File: config.mk
export PLATFORM = sky130hd
export DESIGN_NAME = clint_mtime_tick_flat
export DESIGN_NICKNAME = d
export VERILOG_FILES = /design/src/rtl/clint_mtime_tick_if.sv /design/src/rtl/clint_mtime_tick.sv /design/src/flat_wrapper.sv
export SDC_FILE = /design/constraint.sdc
export NUM_CORES = 1
export LEC_CHECK = 0
export CAP_MARGIN = 20
export CORE_MARGIN = 2
export CORE_UTILIZATION = 45
export DETAILED_ROUTE_END_ITERATION = 6
export PLACE_DENSITY = 0.72
export SYNTH_ARGS = -nofsm -noshare
export SYNTH_HDL_FRONTEND = slang
export SYNTH_SLANG_ARGS = --single-unit
export TNS_END_PERCENT = 20
File: constraint.sdc
create_clock -name i_clk -period 1.8 [get_ports i_clk]
set_input_delay 0.36 -clock i_clk [delete_from_list [all_inputs] [get_ports i_clk]]
set_output_delay 0.36 -clock i_clk [all_outputs]
set_load 0.05 [all_outputs]
File: src/rtl/clint_mtime_tick_if.sv
// Native valid/ready register bus shared with the CLINT.
// The master drives the request; the slave returns a one-cycle ready with registered rdata.
interface clint_mtime_tick_if #(
    parameter int ADDR_W = 32,
    parameter int DATA_W = 32
);
    logic                  valid;
    logic [ADDR_W-1:0]     address;
    logic [DATA_W-1:0]     wdata;
    logic [DATA_W/8-1:0]   wstrb;
    logic [DATA_W-1:0]     rdata;
    logic                  ready;

    modport master (
        output valid, address, wdata, wstrb,
        input  rdata, ready
    );

    modport slave (
        input  valid, address, wdata, wstrb,
        output rdata, ready
    );
endinterface

File: src/rtl/clint_mtime_tick.sv
// mtime tick generator: programmable clk divider or synchronised rt_clk rising edge,
// with CTRL/DIV/TICKS/PCNT registers on the CLINT valid/ready bus.
module clint_mtime_tick #(
    parameter int ADDR_W = 32,
    parameter int DATA_W = 32,
    parameter int DIV_W  = 16
) (
    input  logic               i_clk,
    input  logic               i_reset,
    clint_mtime_tick_if.slave  bus,
    input  logic               i_rt_clk,
    output logic               o_mtime_tick
);

    localparam logic [1:0] A_CTRL  = 2'd0;
    localparam logic [1:0] A_DIV   = 2'd1;
    localparam logic [1:0] A_TICKS = 2'd2;
    localparam logic [1:0] A_PCNT  = 2'd3;

    logic              r_ready;
    logic [DATA_W-1:0] r_rdata;
    logic              r_en;
    logic              r_src;
    logic [DIV_W-1:0]  r_div;
    logic [DIV_W-1:0]  r_cnt;
    logic [31:0]       r_ticks;
    logic              r_s1, r_s2, r_s3;
    logic              r_tick;

    logic              w_acc;
    logic              w_wr;
    logic              w_rd;
    logic [1:0]        w_sel;
    logic              w_cnt_clr;
    logic              w_edge;
    logic              w_cnt_wrap;
    logic              w_tick_nxt;
    logic [DATA_W-1:0] w_rdval;

    assign w_acc      = bus.valid & ~r_ready;
    assign w_wr       = w_acc & (bus.wstrb == '1);
    assign w_rd       = w_acc & (bus.wstrb == '0);
    assign w_sel      = bus.address[3:2];
    // Restart the divide period whenever its length or the tick source changes
    assign w_cnt_clr  = w_wr & ((w_sel == A_DIV) |
                                ((w_sel == A_CTRL) & (bus.wdata[1] != r_src)));
    assign w_edge     = r_s2 & ~r_s3;
    assign w_cnt_wrap = (r_cnt == r_div);
    assign w_tick_nxt = r_en & (r_src ? w_edge : w_cnt_wrap);

    always_comb begin
        w_rdval = '0;
        case (w_sel)
            A_CTRL:  w_rdval[1:0]       = {r_src, r_en};
            A_DIV:   w_rdval[DIV_W-1:0] = r_div;
            A_TICKS: w_rdval[31:0]      = r_ticks;
            A_PCNT:  w_rdval[DIV_W-1:0] = r_cnt;
            default: w_rdval = '0;
        endcase
    end

    always_ff @(posedge i_clk or negedge i_reset) begin
        if (!i_reset) begin
            r_ready <= 1'b0;
            r_rdata <= '0;
            r_en    <= 1'b1;
            r_src   <= 1'b0;
            r_div   <= '0;
        end else begin
            r_ready <= w_acc;
            r_rdata <= w_rd ? w_rdval : '0;
            if (w_wr && w_sel == A_CTRL) begin
                r_en  <= bus.wdata[0];
                r_src <= bus.wdata[1];
            end
            if (w_wr && w_sel == A_DIV)
                r_div <= bus.wdata[DIV_W-1:0];
        end
    end

    // Synchroniser runs regardless of EN so re-enabling sees a settled history
    always_ff @(posedge i_clk or negedge i_reset) begin
        if (!i_reset) begin
            r_s1 <= 1'b0;
            r_s2 <= 1'b0;
            r_s3 <= 1'b0;
        end else begin
            r_s1 <= i_rt_clk;
            r_s2 <= r_s1;
            r_s3 <= r_s2;
        end
    end

    always_ff @(posedge i_clk or negedge i_reset) begin
        if (!i_reset) begin
            r_cnt   <= '0;
            r_tick  <= 1'b0;
            r_ticks <= '0;
        end else begin
            r_tick <= w_tick_nxt;
            if (w_cnt_clr || !r_en || r_src || w_cnt_wrap)
                r_cnt <= '0;
            else
                r_cnt <= r_cnt + 1'b1;
            if (w_wr && w_sel == A_TICKS)
                r_ticks <= bus.wdata[31:0];
            else if (r_tick)
                r_ticks <= r_ticks + 32'd1;
        end
    end

    assign bus.ready    = r_ready;
    assign bus.rdata    = r_rdata;
    assign o_mtime_tick = r_tick;

endmodule

File: src/flat_wrapper.sv
// flat-port wrapper written by rule: the top's interface ports become plain ports
module clint_mtime_tick_flat 
#(
    parameter int ADDR_W = 32,
    parameter int DATA_W = 32,
    parameter int DIV_W  = 16
)
  (i_clk, i_reset, i_rt_clk, o_mtime_tick, bus_valid, bus_address, bus_wdata, bus_wstrb, bus_rdata, bus_ready);
  clint_mtime_tick_if #(.ADDR_W(ADDR_W), .DATA_W(DATA_W)) bus_i ();
  input  logic i_clk;
  input  logic i_reset;
  input  logic i_rt_clk;
  output logic o_mtime_tick;
  input wire logic [$bits(bus_i.valid)-1:0] bus_valid;
  input wire logic [$bits(bus_i.address)-1:0] bus_address;
  input wire logic [$bits(bus_i.wdata)-1:0] bus_wdata;
  input wire logic [$bits(bus_i.wstrb)-1:0] bus_wstrb;
  output wire logic [$bits(bus_i.rdata)-1:0] bus_rdata;
  output wire logic [$bits(bus_i.ready)-1:0] bus_ready;
  assign bus_i.valid = bus_valid;
  assign bus_i.address = bus_address;
  assign bus_i.wdata = bus_wdata;
  assign bus_i.wstrb = bus_wstrb;
  assign bus_rdata = bus_i.rdata;
  assign bus_ready = bus_i.ready;
  clint_mtime_tick #(.ADDR_W(ADDR_W), .DATA_W(DATA_W), .DIV_W(DIV_W)) u_core (.i_clk(i_clk), .i_reset(i_reset), .bus(bus_i), .i_rt_clk(i_rt_clk), .o_mtime_tick(o_mtime_tick));
endmodule
Fig. 1: run 1, the metal 3 layer
Cells faint in the background.
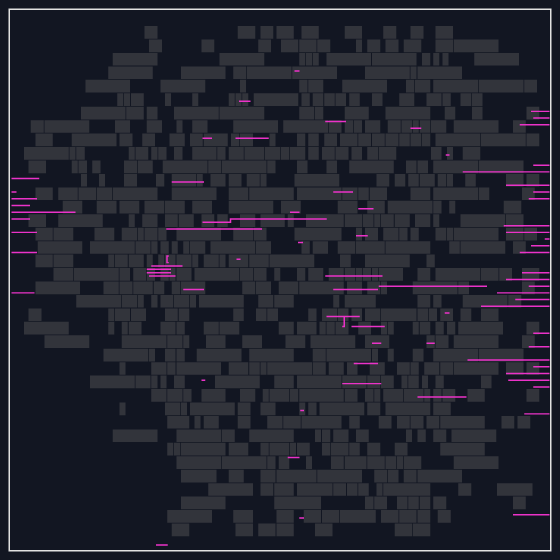
The layer carries 418 µm of wire. The longest straight run is 21.6 µm. 59 nets have wire on it.

Fig. 2: run 1, congestion heat map
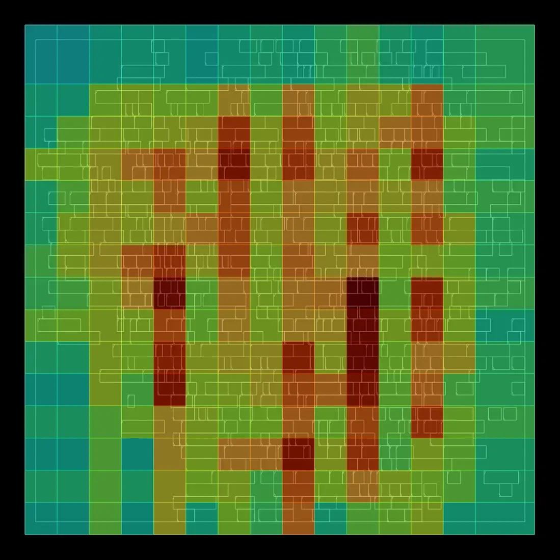
total track usage: 20.53%
Final Util: 58.81%
Most Used Layer, Global Route: met2
met3 usage: 2.092%
drt wl/cell: 15.90 µm

Fig. 3: run 1, clock network drawn from the DEF
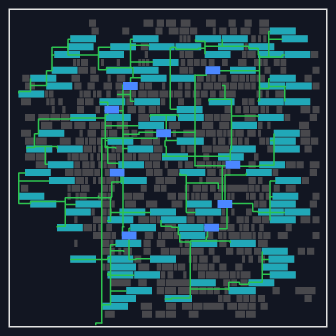
Key: flip-flops = cyan [count 103]; clock wires = green [length 1160 µm]; clock drivers = blue [count 9]
Position of the flops: all over the die. There are 10 routed clock nets.

==> Changelog: implementation, run 1 <==
## Implementation

- Post-CTS Hold Buffers: 0
- FF/Latch Area: 0.002581 mm²
- Seq/Total Area, Yosys: 51.73%
- Pre-CTS setup slack: -232.2 ps
- Internal power: 3952 µW
- Worst setup path category: flip-flop to flip-flop
- Largest type area fraction: 51.20%
- Number of enable flip-flop cells: 0
- Met1 Use GR: 27.50%
- RePlAce Congestion: about 0.9
- Status: finished, final reports clean
- Top logic family: simple AND/OR/NAND/NOR gates
- Slowest stage delay, CP: 430 ps
- CP endpoint kind: flip-flop
- Repair and plain buffers: 128
- Complex Gates by Area: 5.999%
- Pin count of the biggest net entering global routing: 104
- Max-Cap Viols: 0
- Die height: 109.3 µm
- Finish-stage setup viols: 0
- Synthesized instance count: roughly 470
- Initial drt markers: 227
- Synth Area in Simple Gates: 20.61%
- Clk tree area frac: 2.944%
- Final ANT Viol Nets: 0
- Cell Type Count: approximately 47
- Comb gate area: 0.002292 mm²
- # Cells Yosys: 465
- Fillers: 895
- Syn. warnings: 0
- Placed Cells: 708
- Layout cells sized above 1: between 20 and 25%
- Ant diodes: 0
- WP data required: between 2000 and 2500 ps
- CP Cell Sequence: xor2_1, nor4_1, buf_4, nand4_1, nand4b_1, buf_12, nor2_1
- Crit path DAT: about 2000 ps
- Worst Max-Slew Pin Slew: approximately 540 ps
- Part of the power in combinational logic: a little over a quarter
- Flop share of the area: 40.49%
- Final Skew: 9.584 ps
- Crit path max-delay cell type: dfrtp_1
- Flops: just over 100
[run 1: critical path: cells and delay by family (launching register included)]
family        cells  cell delay, ps
flops             1             430
buf+inv           2             340
simple gates      4             710
xor+xnor          1             160
[run 1: metal layers]
| metal | vias up | routed length, µm |
|---|---|---|
| li1 | 1858 | - |
| met1 | 1895 | 5261 |
| met2 | 95 | 5511 |
| met3 | 24 | 417 |
| met4 | 0 | 335 |
| met5 | - | 0 |
[run 1: per-stage QoR]
stage	area, µm²	total power, µW
2_1_floorplan	4991	3884
3_3_place_gp	6167	4474
3_5_place_dp	6167	4539
4_1_cts	6355	5942
5_1_grt	6375	6288
6_report	6375	5943
[run 1: power by group through the flow]
stage,clock network [µW],logic [µW],registers [µW]
floorplan,0,946,2940
global placement,0,1530,2950
detailed placement,0,1570,2970
CTS,1440,1580,2920
global route,1550,1770,2970
finish,1390,1620,2930
[run 1: cell usage after synthesis, types with 3 or more instances]
cell,number
a21oi_1,3
a22oi_1,14
and2_1,18
and3_1,12
and4_1,3
buf_2,11
clkbuf_1,9
dfrtp_1,102
inv_1,3
mux2_1,10
mux2_2,23
nand2_1,44
nand3_1,18
nand3_2,5
nand4_1,21
nor2_1,38
nor3_1,6
nor4_1,8
o21ai_0,15
o21ai_1,15
xnor2_1,12
xor2_1,44
[run 1: timing repair]
action / in CTS / in global routing
resized: 0 / 2
setup buffers: 0 / 1
setup endpoints to repair: 0 / 19
[run 1: path summary, 6_finish.rpt]
kind,endpoint,slack (ps),cells past startpoint
max in group asynchronous,u_core.o_mtime_tick,1320,2
setup reg to reg,u_core.r_cnt[7],60,7
setup / recovery,u_core.r_cnt[7],60,7
hold reg to reg,u_core.r_s2,360,0
hold / removal,u_core.bus.rdata[1],40,2
min in group i_clk,u_core.r_s2,360,0
==> run 2, diff against run 1 <==
CORE_MARGIN = not set   (was 2)
Fig. 4: run 2, clock network drawn from the DEF
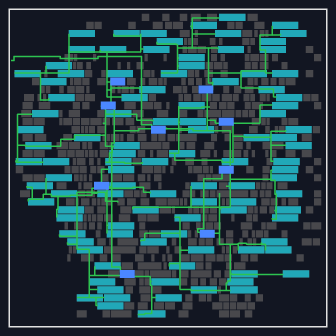
Key: clock wires = green [length 1250 µm]; clock drivers = blue [count 9]; flip-flops = cyan [count 103]
There are 10 routed clock nets. Position of the flops: all over the die.
Final Skew: 10.49 ps
Clock Latency Late Sink: 370 ps
Clock Power Share: 24.5%
P_clk: 1480 µW

Fig. 5: run 2, cells by drive strength
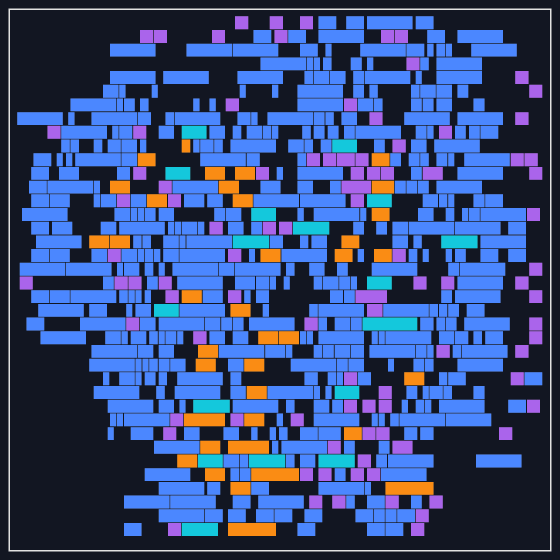
Key: _2 cells = orange [cells 37, most used mux2_2]; _0 and _1 cells = blue [cells 440, most used dfrtp_1]; _6 and larger = cyan [cells 17, most used clkbuf_8]; _3 and _4 cells = purple [cells 93, most used buf_4]
Repair and plain buffers: 130
P&R area growth vs syn: 28.64%
post-route cell area: 0.006412 mm²
final setup margin: 49.04 ps

==> run 2 against run 1 <==
Largest power group unchanged. Synthesized area did not move. Clock power grew 6%. Utilization grew 0.61 points. Critical path type unchanged. Die area down 3.6%. Largest cell class unchanged. Clock skew increased by 0.90 ps.
==> Changelog: implementation, run 2 <==
## Implementation

- Status: finished, final reports clean (unchanged)
- Switching pwr: 1984 µW (was 1991 µW)
- Top logic family: simple AND/OR/NAND/NOR gates (unchanged)
- # Cells Yosys: 465 (unchanged)
- Buf/Inv on CP: 1 (was 2)
- Worst Max-Slew Pin Slew: 536.8 ps (was 542.6 ps)
- Synth Area in Simple Gates: 20.61% (unchanged)
- Crit path DAT: 2010 ps (was 2000 ps)
- Placed Cells: 710 (was 708)
- Layout cells sized above 1: 25.04% (was 24.79%)
- Largest power group: sequential cells (unchanged)
- CP Cell Sequence: ha_1, nand3_1, nor3_4, buf_4, nand4_1, xor2_1, o21ai_1 (was xor2_1, nor4_1, buf_4, nand4_1, nand4b_1, buf_12, nor2_1)
- Final ANT Viol Nets: 0 (unchanged)
- Hold WS: 33.26 ps (was 37.98 ps)
- WP data required: 2060 ps (about the same)
- Cell Type Count: 47 (unchanged)
- Seq/Total Area, Yosys: 51.73% (unchanged)
- Worst setup path category: flip-flop to flip-flop (unchanged)
- Top delay family on crit path: simple AND/OR/NAND/NOR gates (unchanged)
- Die height: 107.3 µm (was 109.3 µm)
- Crit path max-delay cell type: dfrtp_1 (unchanged)
- Part of the power in combinational logic: 26.8% (was 27.3%)
- Combinational power: 1610 µW (was 1620 µW)
- Total track usage: 21.43% (was 20.53%)
- Complex Gates by Area: 5.999% (unchanged)
- Drt wl/cell: 15.68 µm (was 15.90 µm)
- Syn. warnings: 0 (unchanged)
- Pin count of the biggest net entering global routing: 104 (unchanged)
- Largest type area fraction: 51.20% (unchanged)
- Fillers: 900 (was 895)
- Slowest stage delay, CP: 460 ps (was 430 ps)
- End of the worst register-to-register path: u_core.r_ticks[14] (was u_core.r_cnt[7])
- Sequential logic power: 2940 µW (was 2930 µW)
- Startpoint Class: flip-flop (unchanged)
- Synthesized instance count: 465 (unchanged)
- Post-CTS Hold Buffers: 0 (unchanged)
- Initial drt markers: 209 (was 227)
- Ant diodes: 0 (unchanged)
- Top-count cell post-synth: dfrtp_1 (unchanged)
-- run 2: cell counts after synthesis --
Identical to the previous run, type by type.
-- run 2: layer usage --
metal  GRT usage, %  wire, µm
met3          2.845       471
met2          34.88      5460
met4          7.045       148
met5              0         0
met1          29.68      5318
-- run 2: through the flow --
| stage | area, µm² | TNS, ps | total power (µW) | setup slack [ps] | utilization [%] |
|---|---|---|---|---|---|
| final | 6412 | 0 | 6028 | 49.04 | 59.41 |
| after global routing | 6412 | 0 | 6330 | 2.515 | 59.41 |
| after CTS | 6405 | 0 | 6037 | 71.79 | 59.34 |
| after detailed placement | 6207 | -9405 | 4555 | -239.2 | 57.51 |
| after global placement | 6207 | -7507 | 4488 | -194.2 | 57.51 |
| after floorplan | 4991 | -30.21 | 3884 | -30.21 | - |
-- run 2: how the worst max path moves through the flow --
stage	from	to	slack, ps	cells past startpoint
5_1_grt	u_core.bus.ready	u_core.r_div[10]	3	5
3_3_place_gp	bus_wstrb[2]	u_core.r_ticks[29]	-190	7
6_report	u_core.r_ticks[0]	u_core.r_ticks[14]	50	7
4_1_cts	u_core.r_ticks[13]	u_core.r_ticks[31]	70	5
2_1_floorplan	u_core.o_mtime_tick	u_core.r_ticks[31]	-30	6
3_5_place_dp	bus_wstrb[3]	u_core.r_div[9]	-240	6
-- run 2: what timing repair did --
action | 4_1_cts | 5_1_grt
hold endpoints to repair | 0 | 0
gates resized | 0 | 0
setup buffers | 0 | 1
setup endpoints to repair | 0 | 3
-- run 2: final cells by class --
cell class                 instances  area [µm²]  share of cell area (%)
tap                              140       175.2                   2.732
clock inverter                     7       73.82                   1.151
multi-input combinational        335        2283                   35.61
clock buffer                       9       123.9                   1.932
sequential                       103        2581                   40.25
inverter                           3       11.26                  0.1756
timing repair buffer             130        1164                   18.15
==> run 3, diff against run 2 <==
CORE_UTILIZATION = 51   (was 45)
PLACE_DENSITY = 0.8   (was 0.72)
SLEW_MARGIN = 20   (was not set)
Fig. 6: run 3, clock network drawn from the DEF
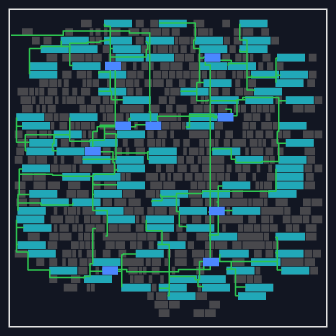
Key: clock wires = green [length 1110 µm]; flip-flops = cyan [count 103]; clock drivers = blue [count 9]
There are 10 routed clock nets. Position of the flops: all over the die.
P_clk: 1620 µW
Clock Power Share: 26.1%
Final Skew: 7.626 ps

Fig. 7: run 3, congestion heat map
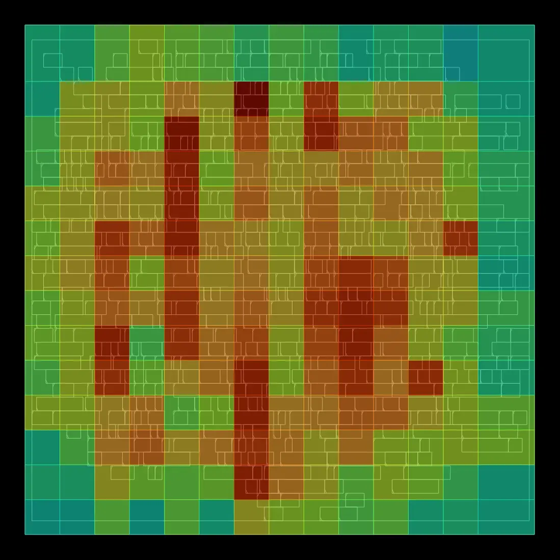
drt wl/cell: 16.55 µm
total track usage: 25.12%
met1 Use GR: 32.64%
Final Util: 69.05%

==> run 3 against run 2 <==
First-iteration DRC count is 24% higher. Die area is 12% lower. Clock skew is 2.9 ps lower. Critical path depth is 1 lower. Via count is 2.5% higher. Wire length is 4.4% higher. Largest cell class unchanged.
==> Changelog: implementation, run 3 <==
## Implementation

- Routed wl met3: 449 µm (was 471 µm)
- Buf/Inv on CP: 1 (unchanged)
- Post-route cell area: 0.006471 mm² (was 0.006412 mm²)
- Syn. warnings: 0 (unchanged)
- CP Cell Sequence: xor2_1, nor4_2, nand4_1, nand4b_1, buf_12, nor2_1 (was ha_1, nand3_1, nor3_4, buf_4, nand4_1, xor2_1, o21ai_1)
- # Cells Yosys: 465 (unchanged)
- Synthesized instance count: 465 (unchanged)
- Top Layer Used: met4 (unchanged)
- DP Area: 0.006178 mm² (was 0.006207 mm²)
- Met1 WL: 5.242 mm (was 5.318 mm)
- Top cells by count: dfrtp_1, nand2_1, xor2_1 (unchanged)
- Worst r2r path cells: 6 (was 7)
- Ant diodes: 0 (unchanged)
- Most Used Layer, Global Route: met2 (unchanged)
- Startpoint Class: flip-flop (unchanged)
- Top delay family on crit path: simple AND/OR/NAND/NOR gates (unchanged)
- Pin count of the biggest net entering global routing: 34 (was 104)
- Slowest stage delay, CP: 440 ps (was 460 ps)
- Finish-stage setup viols: 0 (unchanged)
- Status: finished, final reports clean (unchanged)
- P&R area growth vs syn: 29.82% (was 28.64%)
[run 3: cell counts after synthesis]
No cell type changed its count.
[run 3: area by class of cell]
type	instances	area, µm²
well taps	129	161.4
repair buffers	133	1189
clock buffers	12	145.1
inverters	3	11.26
multi-input cells	335	2305
clock inverters	4	77.57
flip-flops and latches	103	2582
fillers	708	2900
[run 3: kinds of logic after synthesis]
logic type	synth area share, %
AOI/OAI and AO/OA	5.999
xor gates and xnor gates	9.839
adders and majority gates	0.5019
buffers and inverters	2.560
DFF	51.73
muxes	8.760
and+or+nand+nor	20.61
[run 3: what timing repair did]
action | in CTS | in global routing
resized | 2 | 2
buffers inserted | 0 | 5
pin swaps | 0 | 4
endpoints found under the hold margin | 24 | 0
hold buffers | 1 | 0
endpoints found under the setup margin | 16 | 17
[run 3: power by group]
| part | internal (µW) | total (µW) | switching, µW |
|---|---|---|---|
| Clock | 831 | 1620 | 786 |
| Sequential | 2600 | 2930 | 340 |
| Combinational | 813 | 1650 | 836 |
| Total | 4240 | 6200 | 1960 |
[run 3: worst max path at each step]
stage | startpoint | to | slack, ps | cells after the start
2_1_floorplan | u_core.o_mtime_tick | u_core.r_ticks[31] | -30 | 6
3_3_place_gp | bus_wstrb[2] | u_core.r_ticks[29] | -210 | 7
3_5_place_dp | bus_wstrb[1] | u_core.r_ticks[29] | -260 | 7
4_1_cts | u_core.r_ticks[13] | u_core.r_ticks[31] | 20 | 5
5_1_grt | u_core.r_cnt[3] | u_core.r_cnt[5] | -20 | 6
6_report | u_core.r_cnt[3] | u_core.r_cnt[12] | 50 | 6
[run 3: stage by stage]
step / util [%] / std cells
finish: 69.05 / 719
CTS: 68.54 / 714
global placement: 65.93 / 697
detailed placement: 65.93 / 697
global route: 69.05 / 719
floorplan: - / 465

==> gallery <==
Gate families picked out.
Scale bar: 20 µm.
panel A
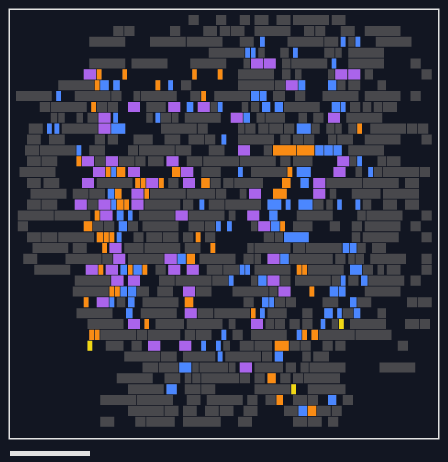
panel B
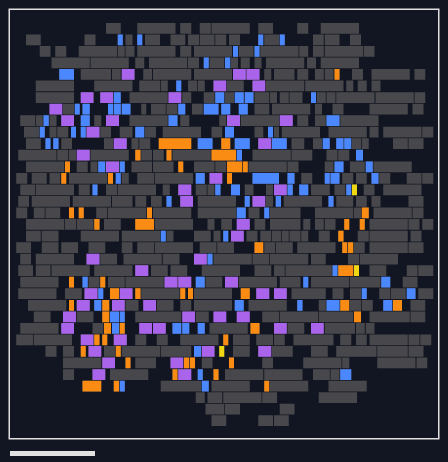
run 3 -> panel B
run 2 -> panel A

Power figures rest on the tool's default switching activity, not on a simulated workload.
